**PDN straps and rails**

The bar under the picture is 50 um long. Pins as bars on the die edge.
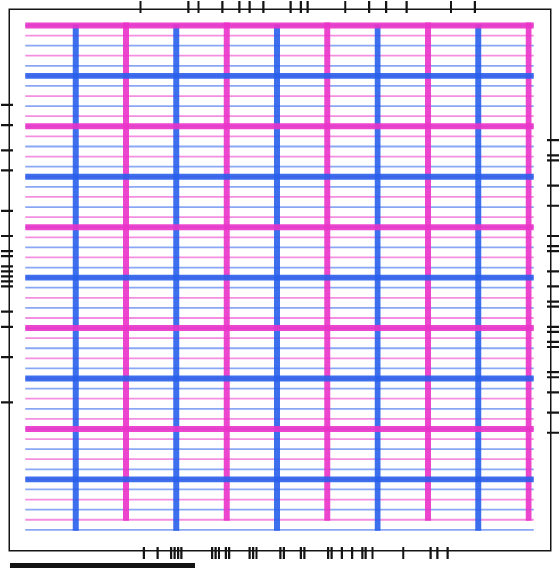
**Cells colored by class**

The bar under the picture is 50 um long.
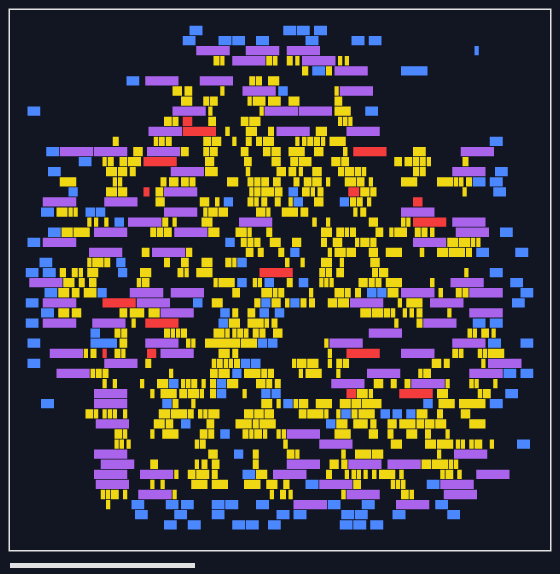
**Routed clock nets over the placement**

The bar under the picture is 50 um long.
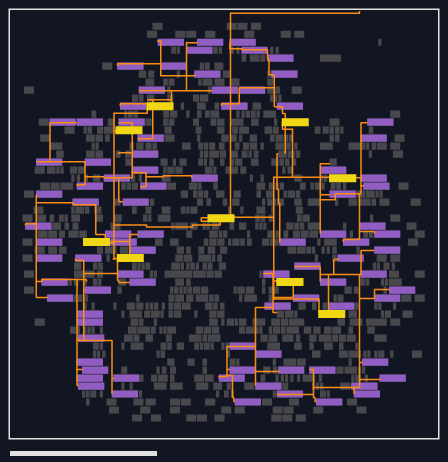
**Wiring by layer**

Only two layers are drawn.
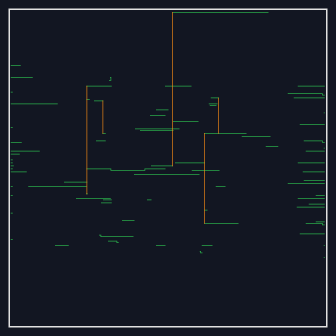
**Placed standard cells**

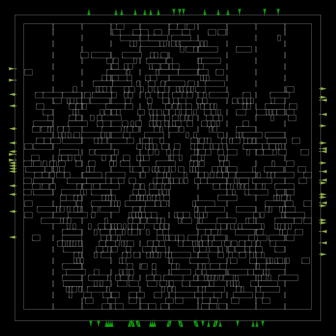
$ cat config.mk
export PLATFORM = sky130hd
export DESIGN_NAME = mac_result_accum_flat
export DESIGN_NICKNAME = d
export VERILOG_FILES = /design/src/rtl/mac_acc_pkg.sv /design/src/rtl/mac_result_accum_if.sv /design/src/rtl/acc_sat_add.sv /design/src/rtl/mac_result_accum.sv /design/src/flat_wrapper.sv
export SDC_FILE = /design/constraint.sdc
export NUM_CORES = 1
export LEC_CHECK = 0
export CORE_MARGIN = 4
export CORE_UTILIZATION = 30
export CTS_CLUSTER_SIZE = 14
export DETAILED_ROUTE_END_ITERATION = 10
export PLACE_DENSITY_LB_ADDON = 0.2
export RECOVER_POWER = 50
export SKIP_CTS_REPAIR_TIMING = 1
export SLEW_MARGIN = 20
export SYNTH_ARGS = -nofsm -noshare
export SYNTH_HDL_FRONTEND = slang
export SYNTH_SLANG_ARGS = --single-unit
$ cat constraint.sdc
create_clock -name clk -period 3.6 [get_ports clk]
set_clock_uncertainty 0.15 [all_clocks]
set_input_delay 0.72 -clock clk [delete_from_list [all_inputs] [get_ports clk]]
set_output_delay 0.72 -clock clk [all_outputs]
set_load 0.03 [all_outputs]
$ cat src/rtl/mac_acc_pkg.sv
// Shared types and default widths for the block result accumulator.
// The ACC_SATURATE_EN build option is handled in acc_sat_add.
package mac_acc_pkg;

   typedef enum logic {ACCUM, HOLD} state_t;

   localparam int unsigned DATA_W_DEF    = 32;
   localparam int unsigned ACC_W_DEF     = 40;
   localparam int unsigned BLOCK_LEN_DEF = 4;

   // Width of a count that must hold 0..block_len inclusive.
   function automatic int unsigned cnt_w(input int unsigned block_len);
      return $clog2(block_len + 1);
   endfunction

endpackage

$ cat src/rtl/mac_result_accum_if.sv
// Input sample stream plus block result stream of mac_result_accum.
// The slave modport is the accumulator side; the master modport is the producer/consumer side.
interface mac_result_accum_if
   import mac_acc_pkg::*;
#(
   parameter int unsigned DATA_W    = DATA_W_DEF,
   parameter int unsigned ACC_W     = ACC_W_DEF,
   parameter int unsigned BLOCK_LEN = BLOCK_LEN_DEF
);
   localparam int unsigned CNT_W = cnt_w(BLOCK_LEN);

   logic              in_valid;
   logic              in_ready;
   logic [DATA_W-1:0] in_data;
   logic              flush;
   logic              out_valid;
   logic              out_ready;
   logic [ACC_W-1:0]  out_sum;
   logic [CNT_W-1:0]  out_count;
   logic              out_ovf;

   modport master (
      output in_valid, in_data, flush, out_ready,
      input  in_ready, out_valid, out_sum, out_count, out_ovf
   );

   modport slave (
      input  in_valid, in_data, flush, out_ready,
      output in_ready, out_valid, out_sum, out_count, out_ovf
   );

endinterface

$ cat src/rtl/acc_sat_add.sv
// Combinational accumulator adder with carry-out overflow flag.
// Build option ACC_SATURATE_EN clamps the sum to all-ones on overflow; otherwise it wraps.
module acc_sat_add #(
   parameter int unsigned ACC_W = 40
) (
   input  logic [ACC_W-1:0] acc,
   input  logic [ACC_W-1:0] data,
   output logic [ACC_W-1:0] sum,
   output logic             ovf
);

   logic [ACC_W:0] wide;

   assign wide = {1'b0, acc} + {1'b0, data};
   assign ovf  = wide[ACC_W];

`ifdef ACC_SATURATE_EN
   assign sum = ovf ? '1 : wide[ACC_W-1:0];
`else
   assign sum = wide[ACC_W-1:0];
`endif

endmodule

$ cat src/rtl/mac_result_accum.sv
// Sums BLOCK_LEN consecutive results (or a flushed partial block) into one block total.
// Overflow handling (wrap vs. clamp) is selected by ACC_SATURATE_EN inside acc_sat_add.
module mac_result_accum
   import mac_acc_pkg::*;
#(
   parameter int unsigned DATA_W    = DATA_W_DEF,
   parameter int unsigned ACC_W     = ACC_W_DEF,
   parameter int unsigned BLOCK_LEN = BLOCK_LEN_DEF
) (
   input  logic              clk,
   input  logic              rst_n,
   mac_result_accum_if.slave bus
);

   localparam int unsigned CNT_W = cnt_w(BLOCK_LEN);

   state_t           state;
   state_t           state_nxt;
   logic [ACC_W-1:0] acc;
   logic [ACC_W-1:0] acc_upd;
   logic [ACC_W-1:0] add_sum;
   logic [ACC_W-1:0] data_ext;
   logic             add_ovf;
   logic             ovf;
   logic             ovf_upd;
   logic [CNT_W-1:0] cnt;
   logic [CNT_W-1:0] cnt_upd;
   logic             accept;
   logic             close;
   logic [ACC_W-1:0] sum_q;
   logic [CNT_W-1:0] count_q;
   logic             ovf_q;

   assign data_ext = ACC_W'(bus.in_data);

   acc_sat_add #(.ACC_W(ACC_W)) u_add (
      .acc  (acc),
      .data (data_ext),
      .sum  (add_sum),
      .ovf  (add_ovf)
   );

   // Running values including this cycle's sample; used both to continue and to close a block.
   assign accept  = bus.in_valid && (state == ACCUM);
   assign cnt_upd = cnt + CNT_W'(accept);
   assign acc_upd = accept ? add_sum : acc;
   assign ovf_upd = ovf | (accept & add_ovf);

   always_ff @(posedge clk or negedge rst_n) begin
      if (!rst_n) state <= ACCUM;
      else        state <= state_nxt;
   end

   always_comb begin
      state_nxt     = state;
      close         = 1'b0;
      bus.in_ready  = 1'b0;
      bus.out_valid = 1'b0;
      unique case (state)
         ACCUM: begin
            bus.in_ready = 1'b1;
            close = (accept && cnt_upd == CNT_W'(BLOCK_LEN)) ||
                    (bus.flush && cnt_upd != '0);
            if (close) state_nxt = HOLD;
         end
         HOLD: begin
            bus.out_valid = 1'b1;
            if (bus.out_ready) state_nxt = ACCUM;
         end
         default: state_nxt = ACCUM;
      endcase
   end

   always_ff @(posedge clk or negedge rst_n) begin
      if (!rst_n) begin
         acc     <= '0;
         cnt     <= '0;
         ovf     <= 1'b0;
         sum_q   <= '0;
         count_q <= '0;
         ovf_q   <= 1'b0;
      end else if (state == ACCUM) begin
         acc <= acc_upd;
         cnt <= cnt_upd;
         ovf <= ovf_upd;
         if (close) begin
            sum_q   <= acc_upd;
            count_q <= cnt_upd;
            ovf_q   <= ovf_upd;
         end
      end else if (bus.out_ready) begin
         acc <= '0;
         cnt <= '0;
         ovf <= 1'b0;
      end
   end

   assign bus.out_sum   = sum_q;
   assign bus.out_count = count_q;
   assign bus.out_ovf   = ovf_q;

endmodule

$ cat src/flat_wrapper.sv
// flat-port wrapper written by rule: the top's interface ports become plain ports
module mac_result_accum_flat import mac_acc_pkg::*;
#(
   parameter int unsigned DATA_W    = DATA_W_DEF,
   parameter int unsigned ACC_W     = ACC_W_DEF,
   parameter int unsigned BLOCK_LEN = BLOCK_LEN_DEF
)
  (clk, rst_n, bus_in_valid, bus_in_data, bus_flush, bus_out_ready, bus_in_ready, bus_out_valid, bus_out_sum, bus_out_count, bus_out_ovf);
  mac_result_accum_if #(.DATA_W(DATA_W), .ACC_W(ACC_W), .BLOCK_LEN(BLOCK_LEN)) bus_i ();
  input  logic clk;
  input  logic rst_n;
  input wire logic [$bits(bus_i.in_valid)-1:0] bus_in_valid;
  input wire logic [$bits(bus_i.in_data)-1:0] bus_in_data;
  input wire logic [$bits(bus_i.flush)-1:0] bus_flush;
  input wire logic [$bits(bus_i.out_ready)-1:0] bus_out_ready;
  output wire logic [$bits(bus_i.in_ready)-1:0] bus_in_ready;
  output wire logic [$bits(bus_i.out_valid)-1:0] bus_out_valid;
  output wire logic [$bits(bus_i.out_sum)-1:0] bus_out_sum;
  output wire logic [$bits(bus_i.out_count)-1:0] bus_out_count;
  output wire logic [$bits(bus_i.out_ovf)-1:0] bus_out_ovf;
  assign bus_i.in_valid = bus_in_valid;
  assign bus_i.in_data = bus_in_data;
  assign bus_i.flush = bus_flush;
  assign bus_i.out_ready = bus_out_ready;
  assign bus_in_ready = bus_i.in_ready;
  assign bus_out_valid = bus_i.out_valid;
  assign bus_out_sum = bus_i.out_sum;
  assign bus_out_count = bus_i.out_count;
  assign bus_out_ovf = bus_i.out_ovf;
  mac_result_accum #(.DATA_W(DATA_W), .ACC_W(ACC_W), .BLOCK_LEN(BLOCK_LEN)) u_core (.clk(clk), .rst_n(rst_n), .bus(bus_i));
endmodule
==> results.cfg <==
; yosys + openroad results
[sta]
final_report_setup_violation_count = 0
final-hold-violation-count = 0
maxSlewViolCount = 39
grt_setup_unrepaired = false
fin_ws_ns = 0.329

[worst_setup_path]
crit_arrival_ns = 3.41
cp_slowest_cell = sky130_fd_sc_hd__clkdlybuf4s50_1
cp_data_required_time_ns = 3.74
crit_path_cell_trace = clkdlybuf4s50_1, ha_1, fa_1, a21o_1, nand4_2, a211oi_2, o21ai_2, a211oi_2, buf_4, o21a_1, and3_1, o22a_1
max_stage_delay_ns = 0.46
critical_path.reg2reg.startpoint = u_core.acc[6]
path_class = in2reg

[place]
port_buffers = 82
dpl_worst_slack_ns = -0.0210
gp_congestion = 0.874
dpl_hpwl_mm = 13.1

[drt]
drtPass1Iterations = 5
route.detailed.drc = 0
met3RoutedLength_um = 671
met2WireLength_mm = 8.16
postRouteWirelength_mm = 17.7
drt-met1-wl_mm = 8.72
top_signal_layer_used = met4

[floorplan]
chipArea_um2 = 21200
pin_count = 83
dieWidth_um = 146

[logic_synthesis]
yosys-stat-area_um2 = 5680
most_common_cell = sky130_fd_sc_hd__nand2_1
synthDistinctLibCells = 58
synth-seq-area-share_pct = 39.2
topCellsByArea = sky130_fd_sc_hd__dfrtp_1 (39%), sky130_fd_sc_hd__nand2_1 (7.8%), sky130_fd_sc_hd__ha_1 (7.5%), sky130_fd_sc_hd__a21oi_1 (5.6%), sky130_fd_sc_hd__nor2_1 (3.6%)

[global_routing]
grt_max_degree = 52
number_of_global_route_vias_before_repair = 5307

[power_and_ir_drop]
power-per-cell-area_nw_per_um2 = 930

[clocking]
cts-buffers-inserted = 9
cts_tree = built
clock-root-buffer = sky130_fd_sc_hd__clkbuf_16

[run]
drv.max_cap_violation_count = 1

[status]
status = finished, violations left
failed_checks = capacitance limit, slew limit

[min_path]
worst_hold_path.num_cells = 1
About 'PDN straps and rails':
blue -> VSS
magenta -> VDD
met4 straps = 10
met5 straps = 10
rows = 50
met1 rails = 51
signal pins = 83
peak ir drop on the vdd network: 0.533 mV
Core Footprint: 18,600 um2
chip height: 146 um

About 'cells colored by class':
purple -> flip-flops  # cells 89
red -> clock drivers and dummy loads  # cells 16
blue -> other buffers and delay cells  # cells 133
yellow -> all other logic  # cells 548
post-route cell area: 7350 um2
flip-flop and latch share of the layout cell area: 30.3%

About 'routed clock nets over the placement':
orange -> clock wires  # length 1,380 um
purple -> flip-flops  # count 89
yellow -> cells driving clock nets  # count 9
routed clock nets = 10
flops lie = spread over the die
clock power share: 13.0%
Clock group: 0.891 mW
Clock Latency Late Sink: 0.35 ns

About 'wiring by layer':
orange -> met4  # wire length 193 um
green -> met3  # wire length 672 um
global-route usage over all layers: 16.8%
final routed wire length divided by cell count: 17.4 um

About 'placed standard cells':
number of well taps: 234
Core Util, Final: 39.4%
number of cells in the finished layout apart from fillers: 1,020
fill count: 1,896
# rows: 50

## worst max-delay path by stage
| stage | startpoint | to |
|---|---|---|
| finish | bus_in_data[0] | u_core.bus.out_ovf |
| floorplan | u_core.state | u_core.bus.out_sum[23] |
| global placement | bus_in_data[11] | u_core.bus.out_ovf |
| CTS | bus_in_data[11] | u_core.bus.out_ovf |
| detailed placement | bus_in_data[11] | u_core.bus.out_ovf |
| global route | bus_in_data[11] | u_core.bus.out_ovf |
## area by class of cell
cell class	count	area [um2]
clock buffers	10	229
well taps	234	293
fillers	1896	11300
clock inverters	6	43.8
repair buffers	133	1220
multi-input cells	533	3280
flip-flops and latches	89	2230
inverters	15	56.3
## report_power, final
| group | switching (mW) | internal (mW) |
|---|---|---|
| combinational | 2.48 | 1.74 |
| clock | 0.422 | 0.470 |
| sequential | 0.311 | 1.42 |
## cell families after synthesis
logic type	share of synthesized area, %
multiplexers	1.23
flip-flops	39.2
buffers and inverters	3.15
AND/OR/NAND/NOR	20.1
XOR/XNOR	4.47
AND-OR/OR-AND	24.0
adder cells (fa/ha/maj)	7.84
## cell usage in the layout, fill, tap and decap left out, drive strengths merged, types with 4 or more instances in the layout
cell and n:
a211o 5, a211oi 5, a21o 24, a21oi 63, a22o 10, a31o 4
a31oi 19, and2 8, and3 14, buf 51, clkbuf 11, clkdlybuf4s50 60
clkinvlp 4, dfrtp 89, dlygate4sd3 21, ha 34, inv 16, mux2i 7
nand2 118, nand2b 5, nand3 20, nand4 8, nor2 55, nor3 8
o211ai 6, o21a 5, o21ai 44, o21bai 4, or3 6, xnor2 17
xor2 12
## metal layers
layer	global-route usage [%]	vias to the layer above
li1	-	2620
met3	3.02	15
met5	0	-
met2	27.3	107
met4	4.18	0
met1	23.3	2569
## worst register-to-register path, cell delays in order (launching register included)
cell	delay [ns]
sky130_fd_sc_hd__dfrtp_1	0.40
sky130_fd_sc_hd__ha_1	0.38
sky130_fd_sc_hd__and3_4	0.24
sky130_fd_sc_hd__nand4_2	0.14
sky130_fd_sc_hd__a211oi_2	0.38
sky130_fd_sc_hd__o21ai_2	0.14
sky130_fd_sc_hd__a211oi_2	0.24
sky130_fd_sc_hd__buf_4	0.20
sky130_fd_sc_hd__o21a_1	0.21
sky130_fd_sc_hd__and3_1	0.20
sky130_fd_sc_hd__o22a_1	0.14
## through the flow
step	TNS [ns]	hold WS (ns)	utilization (%)	cell area [um2]
floorplan	0	0.274	-	5690
global placement	-0.178	0.304	38.0	7090
detailed placement	-0.0396	0.310	38.0	7090
CTS	0	0.223	39.5	7360
global route	0	0.357	39.4	7350
finish	0	0.320	39.4	7350
## registers in the layout, indices dropped and copies added (netlist names)
register / flops
u_core.acc: 40
u_core.bus.out_sum: 40
u_core.bus.out_count: 3
u_core.cnt: 3
u_core.bus.out_ovf: 1
u_core.ovf: 1
u_core.state: 1
Power is estimated from default activity; no workload was simulated.
